`src/rtl/cpu_pkg.sv`:
```
// Shared definitions for the multi-cycle core: opcodes, FSM states and
// instruction field helpers.
package cpu_pkg;

  localparam logic [3:0] OP_NOP  = 4'd0;
  localparam logic [3:0] OP_ADD  = 4'd1;
  localparam logic [3:0] OP_SUB  = 4'd2;
  localparam logic [3:0] OP_AND  = 4'd3;
  localparam logic [3:0] OP_OR   = 4'd4;
  localparam logic [3:0] OP_XOR  = 4'd5;
  localparam logic [3:0] OP_LDI  = 4'd6;
  localparam logic [3:0] OP_JMP  = 4'd7;
  localparam logic [3:0] OP_JZ   = 4'd8;
  localparam logic [3:0] OP_HALT = 4'd9;

  typedef enum logic [1:0] {
    S_FETCH  = 2'd0,
    S_EXEC   = 2'd1,
    S_HALTED = 2'd2
  } state_t;

  // Extract `width` bits starting at `lsb` from a zero-extended instruction.
  function automatic logic [63:0] field_bits(input logic [63:0] instr,
                                             input int lsb, input int width);
    return (instr >> lsb) & ((64'd1 << width) - 64'd1);
  endfunction

  function automatic logic op_is_alu(input logic [3:0] op);
    return (op >= OP_ADD) && (op <= OP_XOR);
  endfunction

  function automatic logic op_writes_reg(input logic [3:0] op);
    return (op >= OP_ADD) && (op <= OP_LDI);
  endfunction

endpackage

```
`src/rtl/cpu_core_regfile.sv`:
```
// Register file: 2**SEL_W words, two operand read ports, a debug read port,
// one synchronous write port, async clear; r0 is hardwired to zero.
module regfile #(
  parameter int W     = 8,
  parameter int SEL_W = 4
) (
  input  logic             clock,
  input  logic             reset_n,
  input  logic             we,
  input  logic [SEL_W-1:0] wsel,
  input  logic [W-1:0]     wdata,
  input  logic [SEL_W-1:0] rsel_a,
  output logic [W-1:0]     rdata_a,
  input  logic [SEL_W-1:0] rsel_b,
  output logic [W-1:0]     rdata_b,
  input  logic [SEL_W-1:0] dbg_sel,
  output logic [W-1:0]     dbg_data
);

  localparam int NREG = 2**SEL_W;

  logic [W-1:0] mem [NREG];

  always_ff @(posedge clock or negedge reset_n) begin
    if (!reset_n) begin
      for (int i = 0; i < NREG; i++) mem[i] <= '0;
    end else if (we && (wsel != '0)) begin
      mem[wsel] <= wdata;
    end
  end

  assign rdata_a  = (rsel_a  == '0) ? '0 : mem[rsel_a];
  assign rdata_b  = (rsel_b  == '0) ? '0 : mem[rsel_b];
  assign dbg_data = (dbg_sel == '0) ? '0 : mem[dbg_sel];

endmodule

```
`src/rtl/cpu_core.sv`:
```
// Multi-cycle fetch/execute core: fetches over a req/ack handshake, then
// commits register write, flags and PC in a single EXEC cycle.
module cpu_core
  import cpu_pkg::*;
#(
  parameter int W     = 8,
  parameter int SEL_W = 4,
  parameter int OP_W  = 4,
  parameter int IW    = OP_W + 2*SEL_W + W
) (
  input  logic             clock,
  input  logic             reset_n,
  output logic             imem_req,
  output logic [W-1:0]     imem_addr,
  input  logic             imem_ack,
  input  logic [IW-1:0]    imem_data,
  output logic [W-1:0]     pc,
  output logic             flag_z,
  output logic             flag_c,
  output logic             halted,
  input  logic [SEL_W-1:0] dbg_sel,
  output logic [W-1:0]     dbg_data
);

  state_t           state, state_nxt;
  logic [IW-1:0]    instr_p1;
  logic [OP_W-1:0]  op;
  logic [SEL_W-1:0] z_sel, x_sel, y_sel;
  logic [W-1:0]     arg, x_val, y_val, alu_res, pc_nxt;
  logic [W:0]       sum_ext, diff_ext;
  logic             alu_c, wr_en, c_en;

  assign op    = OP_W'(field_bits(64'(instr_p1), IW-OP_W, OP_W));
  assign z_sel = SEL_W'(field_bits(64'(instr_p1), W+SEL_W, SEL_W));
  assign x_sel = SEL_W'(field_bits(64'(instr_p1), W, SEL_W));
  assign arg   = W'(field_bits(64'(instr_p1), 0, W));
  assign y_sel = arg[SEL_W-1:0];

  regfile #(.W(W), .SEL_W(SEL_W)) u_regfile (
    .clock    (clock),
    .reset_n  (reset_n),
    .we       (wr_en),
    .wsel     (z_sel),
    .wdata    (alu_res),
    .rsel_a   (x_sel),
    .rdata_a  (x_val),
    .rsel_b   (y_sel),
    .rdata_b  (y_val),
    .dbg_sel  (dbg_sel),
    .dbg_data (dbg_data)
  );

  // The extra MSB is the carry for ADD and the borrow (x<y) for SUB.
  assign sum_ext  = {1'b0, x_val} + {1'b0, y_val};
  assign diff_ext = {1'b0, x_val} - {1'b0, y_val};

  always_comb begin
    state_nxt = state;
    pc_nxt    = pc + W'(1);
    alu_res   = '0;
    alu_c     = 1'b0;
    wr_en     = 1'b0;
    c_en      = 1'b0;
    case (state)
      S_FETCH: if (imem_ack) state_nxt = S_EXEC;
      S_EXEC: begin
        state_nxt = S_FETCH;
        wr_en     = op_writes_reg(op);
        c_en      = op_is_alu(op);
        case (op)
          OP_ADD:  {alu_c, alu_res} = sum_ext;
          OP_SUB:  {alu_c, alu_res} = diff_ext;
          OP_AND:  alu_res = x_val & y_val;
          OP_OR:   alu_res = x_val | y_val;
          OP_XOR:  alu_res = x_val ^ y_val;
          OP_LDI:  alu_res = arg;
          OP_JMP:  pc_nxt = arg;
          OP_JZ:   if (x_val == '0) pc_nxt = arg;
          OP_HALT: begin
            pc_nxt    = pc;
            state_nxt = S_HALTED;
          end
          default: ;
        endcase
      end
      S_HALTED: ;
      default: state_nxt = S_FETCH;
    endcase
  end

  always_ff @(posedge clock or negedge reset_n) begin
    if (!reset_n) begin
      state  <= S_FETCH;
      pc     <= '0;
      flag_z <= 1'b0;
      flag_c <= 1'b0;
    end else begin
      state <= state_nxt;
      if (state == S_EXEC) pc <= pc_nxt;
      if (wr_en) flag_z <= (alu_res == '0);
      if (c_en)  flag_c <= alu_c;
    end
  end

  // Fetch stage boundary: instruction word captured on an accepted fetch.
  always_ff @(posedge clock) begin
    if ((state == S_FETCH) && imem_ack) instr_p1 <= imem_data;
  end

  assign imem_req  = reset_n && (state == S_FETCH);
  assign imem_addr = pc;
  assign halted    = (state == S_HALTED);

endmodule

```
`config.mk`:
```
export PLATFORM = sky130hd
export DESIGN_NAME = cpu_core
export DESIGN_NICKNAME = d
export VERILOG_FILES = /design/src/rtl/cpu_pkg.sv /design/src/rtl/cpu_core_regfile.sv /design/src/rtl/cpu_core.sv
export SDC_FILE = /design/constraint.sdc
export NUM_CORES = 1
export LEC_CHECK = 0
export CORE_MARGIN = 2
export CORE_UTILIZATION = 45
export DETAILED_ROUTE_END_ITERATION = 12
export PLACE_DENSITY = 0.69
export SLEW_MARGIN = 10
export SYNTH_ARGS = -nofsm -noshare
export SYNTH_HDL_FRONTEND = slang
export SYNTH_SLANG_ARGS = --single-unit
export TNS_END_PERCENT = 1
```
`constraint.sdc`:
```
create_clock -name clock -period 6.35 [get_ports clock]
set_clock_uncertainty 0.05 [all_clocks]
set_input_delay 1.27 -clock clock [delete_from_list [all_inputs] [get_ports clock]]
set_output_delay 1.27 -clock clock [all_outputs]
set_load 0.1 [all_outputs]
```
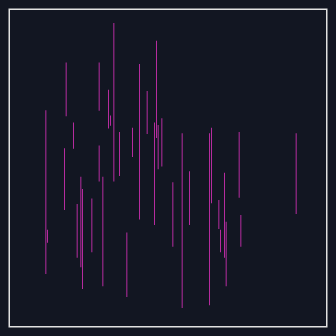
(run_1/layer_met4.png)
Drawn at 2 px/um.
The layer holds 4.1% of the routed length. The longest straight run is 87.0 um.
total detailed-routing wirelength: 31,300 um
vias after detailed routing: 8,354

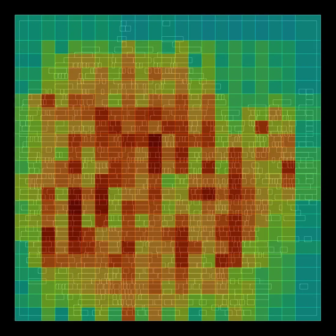
(run_1/congestion.png)
most congested layer reported by global routing: met2
Routed WL per cell: 24.1 um
met1 Usage GRT: 34.7%
met2 track demand over resource: 41.8%
total track usage: 26.2%

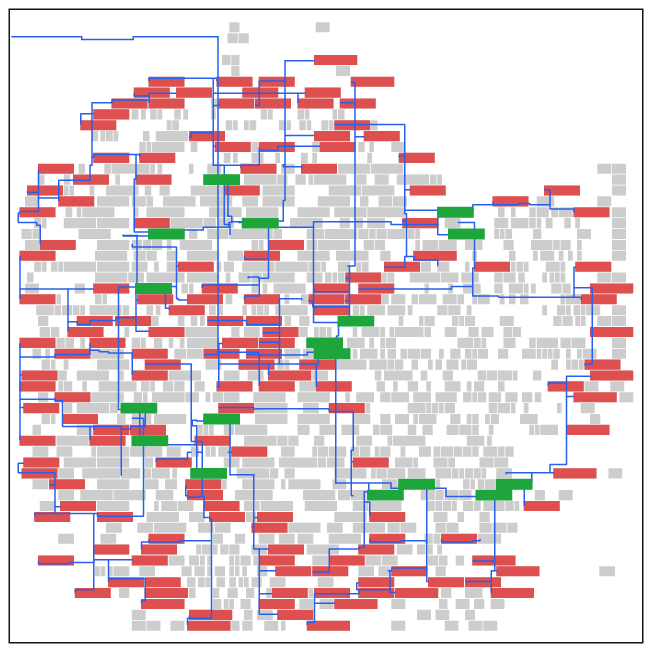
(run_1/clk_routes.png)
Drawn at 4 px/um.
Key: red = flip-flops [count 160]; green = clock drivers [count 17]; blue = clock wires [length 2,270 um]
Position of the flops: widely spread. There are 18 routed clock nets.

-- run 1: registers in the layout, indices dropped and copies added, names as in the netlist --
name,cells
instr_p1,20
state,2
imem_addr,8
flag_z,1
u_regfile.mem,128
flag_c,1
-- run 1: power breakdown --
part	total [uW]	internal [uW]	switching, uW
logic	1700	691	1010
clock network	1060	578	480
registers	1510	1250	261
-- run 1: cell families (layout without fill, tap and decap cells) --
| group | count (synthesis) | count (layout) | synth area share [%] |
|---|---|---|---|
| muxes | 169 | 169 | 28.1 |
| adders and majority gates | 27 | 27 | 3.31 |
| DFF | 160 | 160 | 38.4 |
| AOI/OAI and AO/OA | 204 | 204 | 13.0 |
| and+or+nand+nor | 263 | 263 | 12.0 |
| buffers and inverters | 118 | 158 | 5.13 |
-- run 1: routing by layer --
metal  GRT usage (%)  vias up  share of wire [%]
met2            41.8      451                 47
met3            5.53       76                8.9
met1            34.7     4221                 40
li1                -     3606                  -
met5               0        -                  0
met4            11.1        0                4.1
-- run 1: final timing paths --
path / endpoint / slack (ns) / cells after the start
max: u_regfile.mem[39]$_DFFE_PN0P_ / 1.31 / 11
min: u_regfile.mem[124]$_DFFE_PN0P_ / 0.35 / 0
max reg2reg: u_regfile.mem[39]$_DFFE_PN0P_ / 1.31 / 11
min reg2reg: u_regfile.mem[124]$_DFFE_PN0P_ / 0.35 / 0
max in group asynchronous: u_regfile.mem[103]$_DFFE_PN0P_ / 4.38 / 2
min in group asynchronous: u_regfile.mem[38]$_DFFE_PN0P_ / 0.72 / 1
-- run 1: area by class of cell --
cell class / instances / area (sq um)
Clock buffer: 19 / 453
Clock inverter: 13 / 143
Fill cell: 2051 / 11300
Inverter: 29 / 109
Multi-Input combinational cell: 663 / 6040
Sequential cell: 160 / 4100
Tap cell: 319 / 399
Timing Repair Buffer: 97 / 840
==> run summary, run 1 <==
State of the implementation.

- The run finished with clean final reports.
- The longest incremental delay of any stage on the critical path is reported as 1.09 ns.
- The start point of the critical path is instr_p1[8]$_DFFE_PP_, for reference.
- The chip area line in the Yosys stat output reads 0.0107 sq mm.
- Per the cell usage report, the commonest logic cells after layout are sky130_fd_sc_hd__dfrtp_1 (140), sky130_fd_sc_hd__nor2_1 (109), sky130_fd_sc_hd__mux4_2 (88), sky130_fd_sc_hd__a21oi_1 (71), sky130_fd_sc_hd__nand2_1 (62).
- Adding up every negative setup slack in the final design gives 0 ns.
- CTS saw 160 sinks.
- The total power is 4270 uW, for reference.
- The signal on the critical path passes through buf_4 -> mux4_1 -> nor2b_1 -> o31ai_1 -> ha_1 -> nor2_1 -> o21a_1 -> o311a_1 -> o21ai_0 -> a32o_1 -> a31oi_1.
- The number of hold buffers added after CTS is 0, for reference.
- Setup repair after global routing left no endpoint under its margin.
- The number of flops mapped to enable cells by yosys is 20, for reference.
- The top-level I/O count is 55, for reference.
- TritonCTS built the clock tree.
- The proportion of layout cells with a drive suffix above 1 is 26.0%, for reference.
- The final worst setup slack is 1.31 ns, for reference.
- Counting instances in the post-synthesis netlist gives the leading cell types as sky130_fd_sc_hd__dfrtp_1 (140), sky130_fd_sc_hd__nor2_1 (109), sky130_fd_sc_hd__mux4_2 (88).
- The instance count of the mapped netlist is 941, for reference.
- The final number of max-transition violations is 0, for reference.
- The number of buffers inserted by port buffering is 54, for reference.
- The script logs the ratio of routed vias to standard cells as 6.43.
- The number of buffer and inverter instances along the worst setup path is 1, for reference.
- In this run the clock root is driven by a sky130_fd_sc_hd__clkbuf_16.
- The critical hold path startpoint is u_regfile.mem[124]$_DFFE_PN0P_, for reference.
- The starting density of the core is 45.6%, for reference.
- The timing report attributes the biggest portion of critical-path delay to AND-OR/OR-AND gates.
- Looking at the reg2reg group, the worst path starts from instr_p1[8]$_DFFE_PP_.
- The share of synthesized registers carrying an async set or reset is 87.5%, for reference.
- The die covers 0.0250 sq mm.
- The proportion of synthesized chip area in sequential cells is 38.4%, for reference.
- The sort of element at the start of the critical path is a flop, for reference.
- The data arrival at the endpoint of the critical path is 5.28 ns, for reference.
- The routed layout reports a DRC error count of 0.
- The clock-pin slew on the worst setup and hold paths is 0.07 ns, for reference.
- The core outline area is 0.0234 sq mm, for reference.
- The synthesized area per cell is 11.3 sq um, for reference.
- Once the clock tree was built, the setup fixing pass inserted 0 buffers.
- Of the available clock period, the critical path in the final layout requires 79.4%.
- The highest clock frequency the design can meet is 198 MHz, for reference.
- Note, the detailed placer reported a final HPWL of 21,400 um.
- The first global-routing pass estimated 48,500 um of wire.
- In this run, post-CTS repair resized a total of 0 instances.
- The floorplan has 56 rows.
- Counting flops and latches in the post-synthesis netlist gives 160.
- Before any placement, the netlist area is recorded as 0.0107 sq mm.
- Along the worst path, the maximum fanout reaches 20.
- After the first detailed-routing iteration, the DRC count stood at 742.
- The max-cap violation count is 0, for reference.
## Run 2: what changed since run 1
Settings changed: PLACE_DENSITY 0.69 to 0.71.
Clock period 6.35 ns to 4.6 ns, I/O delays scaled along.
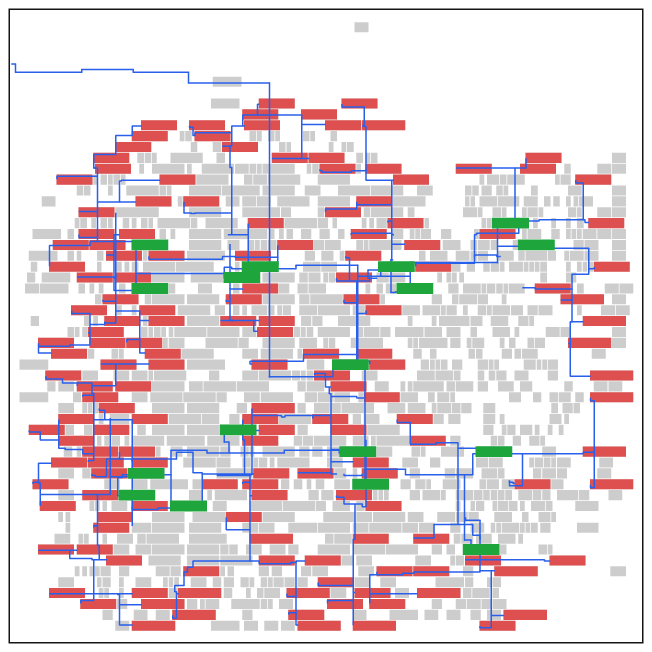
(run_2/clk_routes.png)
Drawn at 4 px/um.
Key: green = clock drivers [count 17]; red = flip-flops [count 160]; blue = clock wires [length 2,290 um]
There are 18 routed clock nets.
clock-net power: 1560 uW
Clk Latency, worst-skew pair: 0.44 ns
part of the power in the clock network: 25.5%

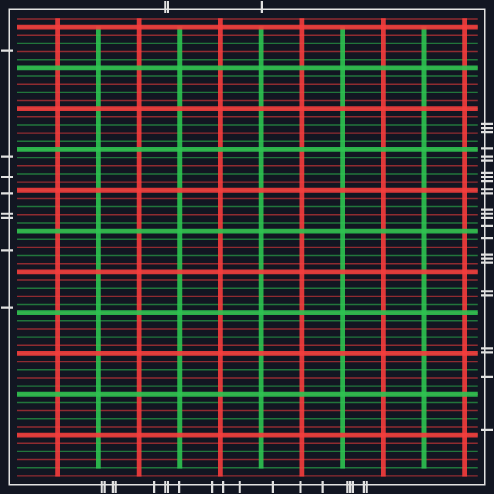
(run_2/power_grid.png)
Drawn at 3 px/um. Pins as bars on the die edge.
Key: green = VDD; red = VSS
11 straps on met5. 57 met1 rails follow the rows.

==> run summary, run 2 <==
State of the implementation.

- The number of buffers inserted by port buffering is 54 (unchanged), for reference.
- The net switching power of the design is 2470 uW (+41%), for reference.
- The fill cell total of the finished layout is 1,987 (-3.1%), for reference.
- The cell-internal power was 3630 uW (+44%).
- The biggest cell delay along the critical path is 0.84 ns (-0.25 ns).
- The starting density of the core is 45.6% (unchanged).
- The storage element area is 0.00410 sq mm (unchanged), for reference.
- The global-route wire length before repair came to 47,200 um (-2.8%).
- The logic area is 0.00605 sq mm (+0.19%), for reference.
- The xor-xnor portion of the synthesized cell area is 0% (unchanged).
- The via count of the routed design is 8,314 (-0.48%), for reference.
- In this design, the largest share of critical-path delay is due to AND-OR/OR-AND gates.
- The number of synthesized register bits is 160 (unchanged), for reference.
- The flip-flop count of the largest register after layout is 128 (unchanged), for reference.
- u_regfile.mem holds more flip-flops than any other register.
- The instance count of the mapped netlist is 941 (unchanged), for reference.
- The data arrival at the endpoint of the critical path is 4.79 ns (-0.49 ns), for reference.
- The fraction of the mapped netlist area in compound gates came to 13.0% (unchanged).
- The proportion of synthesized chip area in sequential cells is 38.4% (unchanged), for reference.
- The highest clock frequency the design can meet is 223 MHz (+12%), for reference.
- Walking the worst path, the cells encountered are buf_4 -> nor2b_1 -> a221oi_1 -> o31ai_1 -> ha_1 -> a21oi_1 -> o21bai_1 -> a2111o_1 -> a221o_1 -> a211o_1 -> or4_1 -> a32oi_1.
- Of the combinational cells, the family taking the most area is multiplexers.
- The initial DRC count was 858 (+16%).
- The number of buffer and inverter instances along the worst setup path is 1 (unchanged), for reference.
- The final number of max-transition violations was 0 (unchanged).
- The simple-gate portion of the synthesized area is 12.0% (unchanged), for reference.
- The number of hold buffers added after CTS came to 0 (unchanged).
- The top-level I/O count is 55 (unchanged), for reference.
- In this run the clock root is driven by a sky130_fd_sc_hd__clkbuf_16.
- The max-cap violation count came to 0 (unchanged).
- In the synthesized netlist, the cells that appear most often are sky130_fd_sc_hd__dfrtp_1 (140), sky130_fd_sc_hd__nor2_1 (109), sky130_fd_sc_hd__mux4_2 (88).
- The final total negative setup slack came to 0 ns (unchanged).
- The total standard cell area after synthesis is 0.0107 sq mm (unchanged), for reference.
- The final worst setup slack came to 0.107 ns (-1.20 ns).
- The mux cell area share after synthesis is 28.1% (unchanged).
- The average wire per cell in the routed design is 22.8 um (-5.2%), for reference.
- The clock-pin slew on the worst setup and hold paths came to 0.07 ns (about the same).
- The number of flops mapped to enable cells by yosys was 20 (unchanged).
- The sort of element at the start of the critical path is a flop, for reference.
- The share of synthesized registers carrying an async set or reset is 87.5% (unchanged), for reference.
- The run finished with clean final reports.
- The proportion of power drawn by flip-flops and latches is 34.3% (-1.2 points), for reference.
## run 2: final cells by class
class | count | area share, %
Clock inverter | 12 | 1.28
Inverter | 29 | 0.882
Clock buffer | 20 | 3.87
Timing Repair Buffer | 103 | 8.46
Multi-Input combinational cell | 663 | 49.0
Tap cell | 319 | 3.23
Sequential cell | 160 | 33.2
## run 2: final timing paths
path,startpoint,to,slack (ns),cells past startpoint
setup / recovery,instr_p1[8]$_DFFE_PP_,flag_z$_DFFE_PN0P_,0.11,12
hold / removal,u_regfile.mem[122]$_DFFE_PN0P_,u_regfile.mem[122]$_DFFE_PN0P_,0.35,0
setup reg to reg,instr_p1[8]$_DFFE_PP_,flag_z$_DFFE_PN0P_,0.11,12
hold reg to reg,u_regfile.mem[122]$_DFFE_PN0P_,u_regfile.mem[122]$_DFFE_PN0P_,0.35,0
max in group asynchronous,reset_n,u_regfile.mem[26]$_DFFE_PN0P_,2.58,2
min in group asynchronous,reset_n,flag_z$_DFFE_PN0P_,0.42,1
## run 2: per-layer routing
metal  GRT usage [%]  routed length, um  up-vias
met5               0                  0        -
met4            6.82                616        0
met3            5.15               2310       56
met2            39.0              14100      379
met1            35.7              12800     4241
li1                -                  -     3638
## run 2: what timing repair did
item	4_1_cts	5_1_grt
setup buffers	0	0
endpoints found under the setup margin	0	13
hold endpoints to repair	0	0
gates resized	0	1
## run 2: cell families after synthesis
family          after synthesis
mux                         169
fa+ha+maj                    27
compound gates              204
simple gates                263
flops                       160
buf+inv                     118
## run 2: power by group through the flow
stage / Combinational, uW / Clock, uW / Sequential, uW
after floorplan: 1670 / 0 / 2120
after global placement: 2390 / 0 / 2080
after detailed placement: 2410 / 0 / 2100
after CTS: 2440 / 1560 / 2080
after global routing: 2620 / 1620 / 2130
final: 2450 / 1560 / 2090
Power and IR drop assume default switching activity.
